## config.mk

```make
export PLATFORM = sky130hd
export DESIGN_NAME = uart_rx
export DESIGN_NICKNAME = d
export VERILOG_FILES = /design/src/rtl/uart_pkg.sv /design/src/rtl/sync_2ff.sv /design/src/rtl/uart_rx.sv
export SDC_FILE = /design/constraint.sdc
export NUM_CORES = 1
export LEC_CHECK = 0
export ABC_AREA = 1
export CORE_MARGIN = 2
export CORE_UTILIZATION = 55
export DETAILED_ROUTE_END_ITERATION = 12
export PLACE_DENSITY = 0.75
export SLEW_MARGIN = 20
export SYNTH_ARGS = -nofsm -noshare
export SYNTH_HDL_FRONTEND = slang
export SYNTH_SLANG_ARGS = --single-unit
```

## constraint.sdc

```tcl
create_clock -name clk -period 2 [get_ports clk]
set_input_delay 0.3 -clock clk [delete_from_list [all_inputs] [get_ports clk]]
set_output_delay 0.3 -clock clk [all_outputs]
set_load 0.05 [all_outputs]
```

## src/rtl/uart_pkg.sv

```systemverilog
// Shared UART definitions: receiver state encoding, bit-period helper and data width.
package uart_pkg;

   localparam int UART_DATA_BITS = 8;

   typedef enum logic [2:0] {
      IDLE       = 3'd0,
      START_BIT  = 3'd1,
      DATA_BITS  = 3'd2,
      PARITY_BIT = 3'd3,
      STOP_BIT   = 3'd4,
      CLEANUP    = 3'd5
   } uart_rx_state_t;

   function automatic int bit_period(input int clock_freq, input int baud_rate);
      return clock_freq / baud_rate;
   endfunction

endpackage

```

## src/rtl/sync_2ff.sv

```systemverilog
// Two-flop synchroniser for an asynchronous input pin; both flops set to 1 on reset
// so an idle-high line never looks like an edge when reset releases.
module sync_2ff (
   input  logic clk_i,
   input  logic rst_i,
   input  logic d_i,
   output logic q_o
);

   logic meta_q;
   logic sync_q;

   always_ff @(posedge clk_i or posedge rst_i) begin
      if (rst_i) begin
         meta_q <= 1'b1;
         sync_q <= 1'b1;
      end else begin
         meta_q <= d_i;
         sync_q <= meta_q;
      end
   end

   assign q_o = sync_q;

endmodule

```

## src/rtl/uart_rx.sv

```systemverilog
// UART receiver, 8N1 by default; define UART_RX_PARITY_EN for 8E1 with a live parity_err.
// Valid/error strobes are single-cycle and registered one cycle after the stop-bit sample.
module uart_rx
   import uart_pkg::*;
#(
   parameter int CLOCK_FREQ = 100000000,
   parameter int BAUD_RATE  = 9600
) (
   input  logic                      clk,
   input  logic                      rst,
   input  logic                      rx,
   output logic [UART_DATA_BITS-1:0] data_out,
   output logic                      data_valid,
   output logic                      frame_err,
   output logic                      parity_err,
   output logic                      rx_busy
);

   localparam int BIT_PERIOD  = bit_period(CLOCK_FREQ, BAUD_RATE);
   localparam int HALF_PERIOD = BIT_PERIOD / 2;
   localparam int TW          = (BIT_PERIOD > 2) ? $clog2(BIT_PERIOD) : 1;
   localparam logic [TW-1:0] BIT_LAST  = TW'(BIT_PERIOD - 1);
   localparam logic [TW-1:0] HALF_LAST = TW'(HALF_PERIOD - 1);
   localparam logic [2:0]    LAST_BIT  = 3'(UART_DATA_BITS - 1);

   logic                      rx_s;
   uart_rx_state_t            state_q, state_d;
   logic [TW-1:0]             tick_q, tick_d;
   logic [2:0]                bit_q, bit_d;
   logic [UART_DATA_BITS-1:0] shift_q, shift_d;
   logic [UART_DATA_BITS-1:0] data_q, data_d;
   logic                      valid_q, valid_d;
   logic                      ferr_q, ferr_d;
   logic                      busy_q, busy_d;
   logic                      tick_done;
   logic                      mism;

`ifdef UART_RX_PARITY_EN
   logic mism_q, mism_d;
   logic perr_q, perr_d;
   assign mism       = mism_q;
   assign parity_err = perr_q;
`else
   assign mism       = 1'b0;
   assign parity_err = 1'b0;
`endif

   sync_2ff u_sync (
      .clk_i (clk),
      .rst_i (rst),
      .d_i   (rx),
      .q_o   (rx_s)
   );

   // The start bit is checked at its middle, so it uses the shorter terminal count.
   assign tick_done = (state_q == START_BIT) ? (tick_q == HALF_LAST) : (tick_q == BIT_LAST);

   always_ff @(posedge clk or posedge rst) begin
      if (rst) begin
         state_q <= IDLE;
         tick_q  <= '0;
         bit_q   <= '0;
         shift_q <= '0;
         data_q  <= '0;
         valid_q <= 1'b0;
         ferr_q  <= 1'b0;
         busy_q  <= 1'b0;
`ifdef UART_RX_PARITY_EN
         mism_q  <= 1'b0;
         perr_q  <= 1'b0;
`endif
      end else begin
         state_q <= state_d;
         tick_q  <= tick_d;
         bit_q   <= bit_d;
         shift_q <= shift_d;
         data_q  <= data_d;
         valid_q <= valid_d;
         ferr_q  <= ferr_d;
         busy_q  <= busy_d;
`ifdef UART_RX_PARITY_EN
         mism_q  <= mism_d;
         perr_q  <= perr_d;
`endif
      end
   end

   always_comb begin
      state_d = state_q;
      unique case (state_q)
         IDLE:      if (!rx_s) state_d = START_BIT;
         START_BIT: if (tick_done) state_d = rx_s ? IDLE : DATA_BITS;
`ifdef UART_RX_PARITY_EN
         DATA_BITS:  if (tick_done && bit_q == LAST_BIT) state_d = PARITY_BIT;
         PARITY_BIT: if (tick_done) state_d = STOP_BIT;
`else
         DATA_BITS:  if (tick_done && bit_q == LAST_BIT) state_d = STOP_BIT;
`endif
         STOP_BIT:  if (tick_done) state_d = CLEANUP;
         CLEANUP:   if (rx_s) state_d = IDLE;
         default:   state_d = IDLE;
      endcase
   end

   always_comb begin
      tick_d  = '0;
      bit_d   = bit_q;
      shift_d = shift_q;
      data_d  = data_q;
      valid_d = 1'b0;
      ferr_d  = 1'b0;
      busy_d  = busy_q;
`ifdef UART_RX_PARITY_EN
      mism_d  = mism_q;
      perr_d  = 1'b0;
`endif
      unique case (state_q)
         IDLE: begin
            if (!rx_s) begin
               busy_d = 1'b1;
`ifdef UART_RX_PARITY_EN
               mism_d = 1'b0;
`endif
            end
         end
         START_BIT: begin
            if (!tick_done) begin
               tick_d = tick_q + TW'(1);
            end else if (rx_s) begin
               busy_d = 1'b0;
            end else begin
               bit_d = '0;
            end
         end
         DATA_BITS: begin
            if (!tick_done) begin
               tick_d = tick_q + TW'(1);
            end else begin
               shift_d = {rx_s, shift_q[UART_DATA_BITS-1:1]};
               bit_d   = bit_q + 3'd1;
            end
         end
`ifdef UART_RX_PARITY_EN
         PARITY_BIT: begin
            if (!tick_done) tick_d = tick_q + TW'(1);
            else            mism_d = rx_s ^ (^shift_q);
         end
`endif
         STOP_BIT: begin
            if (!tick_done) begin
               tick_d = tick_q + TW'(1);
            end else if (!rx_s) begin
               ferr_d = 1'b1;
            end else if (!mism) begin
               data_d  = shift_q;
               valid_d = 1'b1;
            end else begin
`ifdef UART_RX_PARITY_EN
               perr_d = 1'b1;
`endif
            end
         end
         CLEANUP: if (rx_s) busy_d = 1'b0;
         default: busy_d = 1'b0;
      endcase
   end

   assign data_out   = data_q;
   assign data_valid = valid_q;
   assign frame_err  = ferr_q;
   assign rx_busy    = busy_q;

endmodule

```

**Metal 1**

Scale bar: 20 microns.
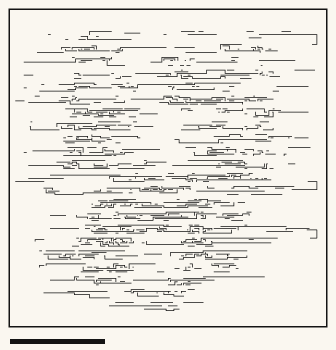
nets with wire on the layer	279
longest straight run	16.1 microns
main direction	horizontal
wire length on this layer	1,860 microns
share of all routed wire	51%
final wirelength: 3660 microns
routed via count: 1,650
met1 Usage GRT: 26.1%

**The metal 2 layer**

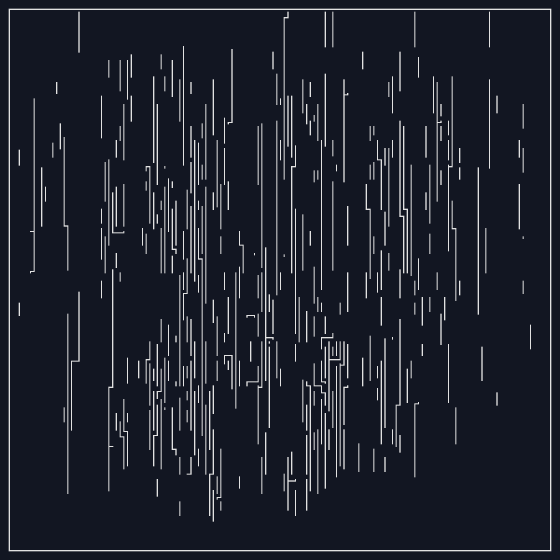
nets with wire on the layer	208
main direction	vertical
share of all routed wire	44%
GR Util met2: 30.4%

**Signal wires on met3**

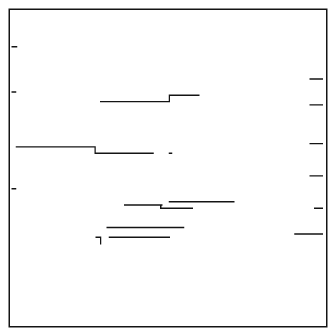
nets with wire on the layer	13
longest straight run	16.6 microns
wire length on this layer	132 microns

**Routing congestion**

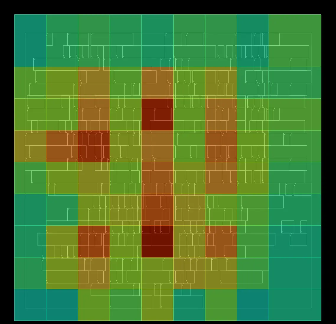
Final Util: 65.2%
gr busiest metal: met2
met3 Track Usage GR: 5.07%
drt wl/cell: 10.7 microns

**Nets reached from selected ports**

Scale bar: 20 microns.
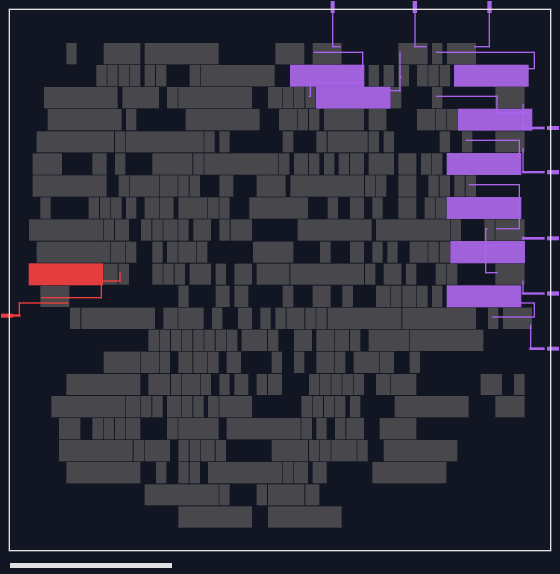
color	port	bits	direction	edge	end cells	wire
red	`rx_busy`	1	output	left	1	20.9 microns
purple	`data_out`	8	output	5 right, 3 top	8	134 microns

## cells in the final DEF, fill, tap and decap left out
master / count
o21ai_1: 11
inv_1: 49
nor2_1: 29
clkinv_2: 1
o21ai_2: 2
nand4_1: 12
ha_1: 3
nor3_1: 5
a21oi_1: 2
nor4_1: 1
inv_2: 5
dfstp_2: 2
clkbuf_8: 6
clkinv_4: 1
nand3_2: 2
o22ai_1: 1
nor3b_2: 3
buf_4: 3
dfrtp_1: 39
nor3b_1: 1
o21ai_0: 2
nand3_1: 13
nor2_8: 1
nor2_2: 4
nand2_2: 2
xor2_1: 3
nand2_1: 72
nor2_4: 2
conb_1: 1
o31ai_1: 1
xnor2_1: 1
clkdlybuf4s50_1: 13
clkinv_1: 1
## per-layer routing
metal	up-vias	global-route usage (%)	routed length [microns]
met5	-	0	0
met4	0	6.12	49
met1	744	26.1	1860
li1	879	-	-
met2	21	30.4	1610
met3	6	5.07	131
## worst max path at each step
| stage | endpoint |
|---|---|
| final | data_out[2] |
| after global routing | shift_q[4] |
| after CTS | data_out[6] |
| after detailed placement | data_out[7] |
| after global placement | data_out[4] |
| after floorplan | shift_q[0] |
## cell families (layout without fill, tap and decap cells)
family / after synthesis / count (layout)
and+or+nand+nor: 147 / 147
buffers and inverters: 61 / 79
AOI/OAI and AO/OA: 19 / 19
adders and majority gates: 3 / 3
other: 1 / 1
xor gates and xnor gates: 4 / 4
DFF: 41 / 41
## through the flow
stage | cells | power, mW
after floorplan | 276 | 0.873
after global placement | 334 | 0.882
after detailed placement | 334 | 0.882
after CTS | 342 | 1.44
after global routing | 342 | 1.48
final | 342 | 1.41
## power by group
group | switching [mW] | internal, mW
logic | 0.0221 | 0.00614
clock network | 0.268 | 0.279
registers | 0.00393 | 0.832
total | 0.294 | 1.12
==> impl_metrics.py <==
# Metrics from the implementation run
metrics = {
    "status": {
        "status": "finished, final reports clean",
    },
    "global_route": {
        "grt_max_degree": 42,
        "overflow": 0,
        "grt_usage_pct": 19.4,
    },
    "timing": {
        "skew_ps": 8.64,
        "rsz0062_at_grt": "no",
        "finalHoldViolations": 0,
        "layout_setup_ws_ps": 253,
        "max_slew.worst_pin.slew_ps": 508,
        "setup_viol": 0,
    },
    "worst_setup_path": {
        "cp.required_ps": 1700,
        "worstRegToRegCells": 12,
        "path_buffers": 1,
        "r2r_setup_slack_ps": 260,
        "cpPeakStageDelay_ps": 800,
        "worst_setup_path_start_kind": "register",
        "worstPathCellList": "clkdlybuf4s50_1",
        "worstSetupEndpointType": "output pin",
        "cp_slowest_cell": "clkdlybuf4s50_1",
        "path_class": "reg -> out",
        "path_depth": 1,
        "crit_start": "data_out[2]",
        "r2r_end": "shift_q[5]",
        "timing.rr.start": "tick_q[0]",
    },
    "detailed_routing": {
        "drt_iter0_markers": 86,
        "ant_nets": 0,
        "viasPerCell": 4.82,
        "drcViolationCount": 0,
        "drt_pass1_iterations": 4,
    },
    "finish": {
        "nets": 299,
        "nNonClkBuffers": 16,
        "fin_area_sq_um": 2420,
        "drive_gt1_share_pct": 11.6,
        "ff_count": 41,
        "nNonClkInverters": 55,
        "top_register": "tick_q",
        "largest_reg_flops": 14,
        "sh_seq_area_pct": 42.5,
        "logic_gates": 174,
        "synthToLayoutAreaGrowth_pct": 12.5,
        "n_fill_cell": 331,
        "seq_area_sq_um": 1030,
        "clock_area_share_pct": 3.98,
        "comb_share_pct": 36.3,
        "n_antenna_cell": 0,
        "nonClkBufAreaFrac_pct": 6.30,
    },
    "worst_hold_path": {
        "hold_path_depth": 0,
        "worstHoldEndpoint": "u_sync.q_o",
        "worstHoldStart": "u_sync.meta_q",
    },
    "die": {
        "coreArea_sq_um": 3720,
        "rows": 22,
        "fp.dieH_microns": 66.6,
        "nWellTaps": 48,
        "fp_util_pct": 57.9,
    },
    "placed_design": {
        "place_area_sq_um": 2330,
        "portBuffers": 13,
        "dp_hpwl_microns": 2700,
        "gp_congestion": 0.838,
    },
    "cts": {
        "cts_hold_repair.buffers": 0,
        "cts_tree": "done",
        "root_buffer": "clkbuf_8",
        "cts.sinks": 41,
        "htree_levels": 2,
        "clockBufferDepth": 2,
        "clock_latency_ps": 290,
        "cts_resized": 0,
    },
    "logic_synthesis": {
        "synth_area_sq_um": 2150,
        "numSynthFlops": 41,
        "yosysTopAreaCell": "dfrtp_1",
        "yosys_area_sq_um": 2150,
        "synthDistinctLibCells": 32,
        "ys_sh_aoi_pct": 4.94,
        "synthTopLogicFamily": "simple AND/OR/NAND/NOR gates",
        "area_leaders": "dfrtp_1, nand2_1, inv_1",
        "yosysMostFrequentCell": "nand2_1",
        "mux_share_pct": 0,
        "yosysWarnings": 0,
        "xor_area_share_pct": 1.63,
        "ys_sh_adder_pct": 1.74,
        "async_flop_share_pct": 100,
        "ys_sh_simple_pct": 32.3,
        "synth.avg_cell_area_sq_um": 7.80,
        "ys_cells": 276,
        "edf_count": 0,
    },
    "power_and_ir_drop": {
        "ir_drop_uv": 461,
    },
    "job": {
        "drv_cap": 0,
    },
}
No activity file was given, so power comes from the tool's default toggle rates.
